==> run_1/registers.png <==
Drawn at 8 px/um. Other sequential cells in the stronger grey, the rest of the logic in the fainter grey.
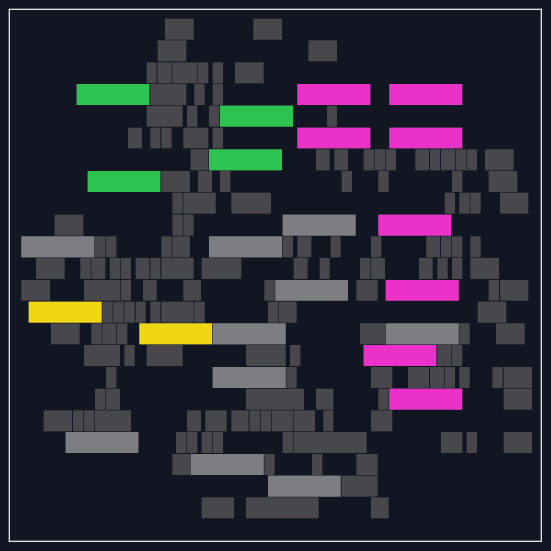
==> run_1/met2.png <==
Drawn at 4 px/um.
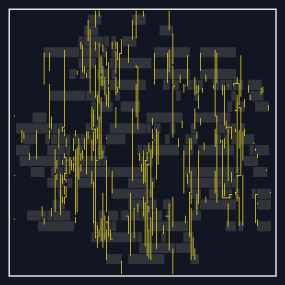
==> run_1/zoom.png <==
Window x 13 to 53, y 26 to 66 um. Cells in grey, sequential cells in the stronger grey; small squares are vias.
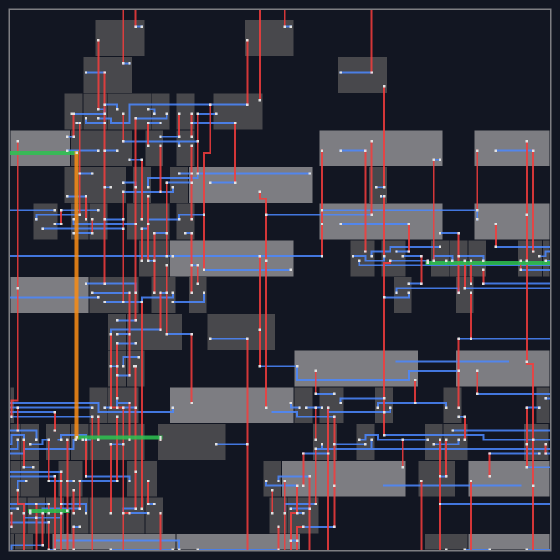
==> run_1/final_congestion.png <==
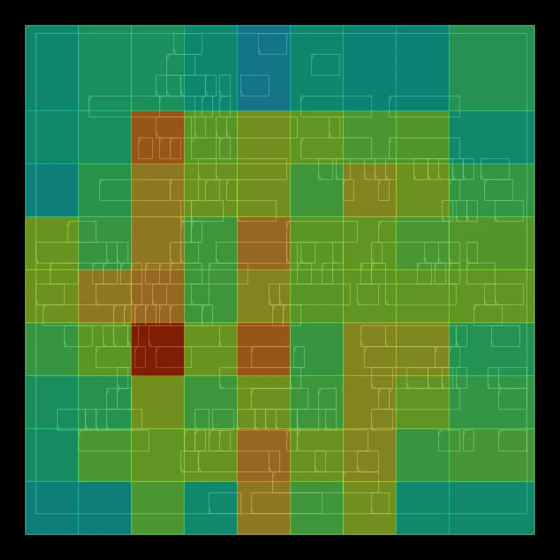
==> config.mk <==
export PLATFORM = sky130hd
export DESIGN_NAME = rom_scan_streamer_flat
export DESIGN_NICKNAME = d
export VERILOG_FILES = /design/src/rtl/rom_scan_streamer_if.sv /design/src/rtl/rom_scan_streamer.sv /design/src/flat_wrapper.sv
export SDC_FILE = /design/constraint.sdc
export NUM_CORES = 1
export LEC_CHECK = 0
export ABC_AREA = 1
export CORE_UTILIZATION = 30
export DETAILED_ROUTE_END_ITERATION = 6
export GPL_ROUTABILITY_DRIVEN = 1
export MAX_ROUTING_LAYER = met4
export PLACE_DENSITY_LB_ADDON = 0.2
export REMOVE_ABC_BUFFERS = 1
export SKIP_CTS_REPAIR_TIMING = 1
export SYNTH_ARGS = -nofsm -noshare
export SYNTH_HDL_FRONTEND = slang
export SYNTH_SLANG_ARGS = --single-unit
==> constraint.sdc <==
create_clock -name clk -period 3.2 [get_ports clk]
set_clock_uncertainty 0.2 [all_clocks]
set_input_delay 0.64 -clock clk [delete_from_list [all_inputs] [get_ports clk]]
set_output_delay 0.64 -clock clk [all_outputs]
set_load 0.02 [all_outputs]
==> reports/results.tsv, run 1 <==
stage	metric	value	unit
yosys	top_cell_area_share	0.484	
yosys	adder_share	0.0968	
grt	grt-ovfl-total	0	
floorplanning	fp.dieH	66.3	um
worst_setup_path	critPathBufInv	6	
yosys	synthSimpleGateAreaFrac	0.262	
yosys	edf_count	0	
clock_network	htreeDepth	1	
pwr	p_total	1.79	mW
pwr	internal-power	1.01	mW
grt	grt_pass1_wl	4200	um
placement	place.port_buffers	22	
outcome	status	complete, no violations	
worst_setup_path	cp_max_fo	3	
placement	dp_hpwl	1760	um
yosys	synth.avg_cell_area	8.33	sq um
clock_network	cts_sinks	24	
route	drt-initial-drc-count	20	
sta	setup_slack	0.0466	ns
yosys	topCellsByArea	dfrtp_1, nand2_1, ha_1	
finish	fin_area	1660	sq um
finish	largest_reg_flops	8	
grt	grt_max_degree	25	
yosys	synthTopLogicFamily	simple AND/OR/NAND/NOR gates	
worst_setup_path	regToRegSetupSlack	0.51	ns
sta	max_freq	0.317	GHz
route	route.vias.total	1005	
finish	stdcell_count	232	
route	dr.pass1.iters	4	
worst_setup_path	rr_worst_depth	17	
flow_run	warnings	30	
worst_setup_path	path_class	reg -> out	
pwr	vdd_drop_max	0.504	mV
yosys	muxShareOfSynthArea	0.00806	
worst_hold_path	hold_class	reg -> reg	
route	wl_met1	1110	um
yosys	aoi_share	0.0484	
clock_network	clk_latency	0.26	ns
yosys	syn_area	1240	sq um
pwr	pwr-share-seq	0.291	
sta	finalCritPeriodShare	0.985	
worst_setup_path	critPathTopFamily	adder cells	
finish	drive_gt1_frac	0.165	
yosys	yosysMostFrequentCell	nand2_1	
sta	finalHoldViolCount	0	
pwr	power_frac_clock	0.098	
sta	maxSlewHeadroom	0.782	
yosys	ys_cells	149	
placement	post-place-ws	-0.661	ns
pwr	p_comb	1.10	mW
yosys	yosys_area	1240	sq um
sta	post-route-min-period	3.15	ns
flow_run	cap_violations	0	
yosys	ys.flops	24	
grt	antenna_found_initial	0	
-- registers.png (at the start) --
colour	netlist name	placed flops
green	u_core.bus.rom_addr	4
magenta	u_core.mem_data	8
yellow	u_core.dbg_state	2
Seq area share: 0.361
P_seq: 521 uW
Reg area: 601 sq um

-- met2.png (at the start) --
longest straight run	27.2 um
share of all routed wire	49%
nets with wire on the layer	157
wire length on this layer	1,190 um
main direction	vertical
routed wire length: 2400 um
grt met2 use: 0.217

-- zoom.png (at the start) --
colour	layer
orange	met4
red	met2
green	met3
blue	met1
cells with their middle in the window	82
most frequent	nand2_1 (25), dfrtp_1 (12)
sequential cells in the window	12

-- final_congestion.png (at the start) --
GR Util met1: 0.153
fin util: 0.415
Total GRT Usage: 0.129

==> run 1: final cells by class <==
cell class | instances | area [sq um]
repair buffers | 31 | 292
well taps | 50 | 62.6
inverters | 25 | 93.8
multi-input cells | 99 | 572
clock buffers | 3 | 41.3
flip-flops and latches | 24 | 601
fillers | 403 | 2340
==> run 1: cell usage in the layout, fill, tap and decap left out, types with 2 or more instances in the layout <==
master	count
buf_4	9
clkbuf_8	3
clkdlybuf4s50_1	20
dfrtp_1	24
ha_1	6
ha_4	2
inv_1	19
inv_2	6
nand2_1	50
nand2_2	3
nand3_1	8
nor2_1	5
nor2_2	3
nor2_4	3
o21ai_0	9
o21ai_1	2
xor2_1	3
==> run 1 -> run 2 <==
CORE_MARGIN = 8   (was default)
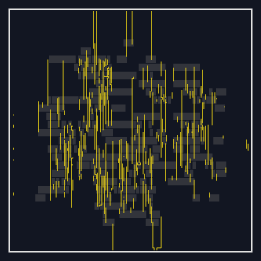
(run_2/met2.png)
Drawn at 3 px/um.
longest straight run	30.6 um
share of all routed wire	49%
nets with wire on the layer	157
grt met2 use: 0.160
routed wire length: 2710 um

==> reports/results.tsv, run 2 <==
stage	metric	value	unit	change
pwr	vdd_drop_max	0.444	mV	-12%
yosys	ys.flops	24		unchanged
route	route.vias.total	1014		+0.90%
flow_run	warnings	30		unchanged
route	wl_met1	1230	um	+11%
yosys	yosys_area	1240	sq um	unchanged
finish	largest_reg_flops	8		unchanged
placement	place.port_buffers	22		unchanged
finish	final-clk-cell-share	0.0335		+0.00866
clock_network	clk_latency	0.27	ns	about the same
finish	buffer_area_frac	0.173		-0.00257
pwr	internal-power	1.01	mW	-0.12%
finish	drive_gt1_frac	0.137		-0.0275
grt	antenna_found_initial	0		unchanged
outcome	violations	negative setup slack		
pwr	pwr-share-seq	0.292		about the same
worst_setup_path	regToRegSetupSlack	0.52	ns	about the same
finish	fin_area	1640	sq um	-1.1%
yosys	aoi_share	0.0484		unchanged
outcome	status	finished, violations left		
finish	final_cell_mix	nand2_1, dfrtp_1, inv_1		
finish	regArea	601	sq um	unchanged
placement	dp_hpwl	1950	um	+11%
floorplanning	fp.dieH	80.3	um	+21%
pwr	p_total	1.79	mW	about the same
yosys	topCellsByArea	dfrtp_1, nand2_1, ha_1		
yosys	synthSimpleGateAreaFrac	0.262		unchanged
route	wl_per_cell	11.7	um	
grt	grt_pass1_wl	4600	um	+9.5%
sta	post-route-min-period	3.24	ns	+0.0862 ns
finish	inverters	25		unchanged
grt	grt-ovfl-total	0		unchanged
grt	grt_util_met3	0.0212		
finish	logic_area	547	sq um	-4.4%
grt	grt.met1_usage	0.0968		-0.0562
worst_setup_path	cp_max_fo	3		unchanged
yosys	synth.avg_cell_area	8.33	sq um	unchanged
route	drt-initial-drc-count	27		+35%
finish	layout_top_cell	nand2_1		
finish	nFillCells	391		-3.0%
worst_hold_path	hold_class	reg -> reg		
yosys	edf_count	0		unchanged
flow_run	cap_violations	0		unchanged
worst_setup_path	critPathBufInv	6		unchanged
grt	track_usage	0.0923		-0.0370
pwr	power_frac_clock	0.118		+0.020
sta	setup_slack	-0.0396	ns	-0.0862 ns
finish	clockBufferCount	4		+1
yosys	yosysMostFrequentCell	nand2_1		
sta	setup_tns	-0.0396	ns	
worst_setup_path	path_class	reg -> out		
route	dr.pass1.iters	4		unchanged
sta	finalCritPeriodShare	1.01		+0.0269
sta	finalHoldViolCount	0		unchanged
sta	max_freq	0.309	GHz	-2.7%
grt	grt_max_degree	25		unchanged
sta	setup_viol	1		
worst_setup_path	critPathTopFamily	adder cells		
worst_setup_path	rr_worst_depth	16		-1
finish	stdcell_count	232		unchanged
placement	post-place-ws	-0.718	ns	-0.0574 ns
yosys	adder_share	0.0968		unchanged
finish	seq_cells	24		unchanged
finish	dominant_cells	flip-flops and latches		
yosys	ys_cells	149		unchanged
yosys	syn_area	1240	sq um	unchanged
finish	signal_buffers	30		-3.2%
floorplanning	n_tap_cell	50		unchanged
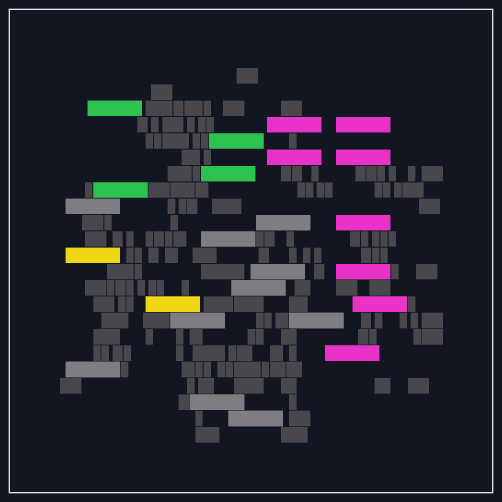
(run_2/registers.png)
Drawn at 6 px/um. Other sequential cells in the stronger grey, the rest of the logic in the fainter grey.
P_seq: 523 uW
fin util: 0.411
Seq area share: 0.366

-- run 2: cell counts after synthesis --
No cell type changed its count.
-- run 2: power by group through the flow --
stage	Combinational, mW	Sequential, mW	Clock, mW
finish	1.06	0.523	0.212
CTS	1.03	0.522	0.218
floorplan	0.614	0.552	0
detailed placement	1.02	0.527	0
global placement	0.983	0.522	0
global route	1.20	0.539	0.225
-- run 2: worst min-delay path, stage by stage (launching register included) --
cell	delay [ns]
dfrtp_1	0.36
nand2_1	0.05
nand2_1	0.05
-- run 2: logic make-up (layout without fill, tap and decap cells) --
family	Yosys count	in the layout
buffers and inverters	26	59
DFF	24	24
adders and majority gates	9	9
xor gates and xnor gates	3	3
muxes	1	1
AOI/OAI and AO/OA	12	12
and+or+nand+nor	74	74
Power figures rest on the tool's default switching activity, not on a simulated workload.
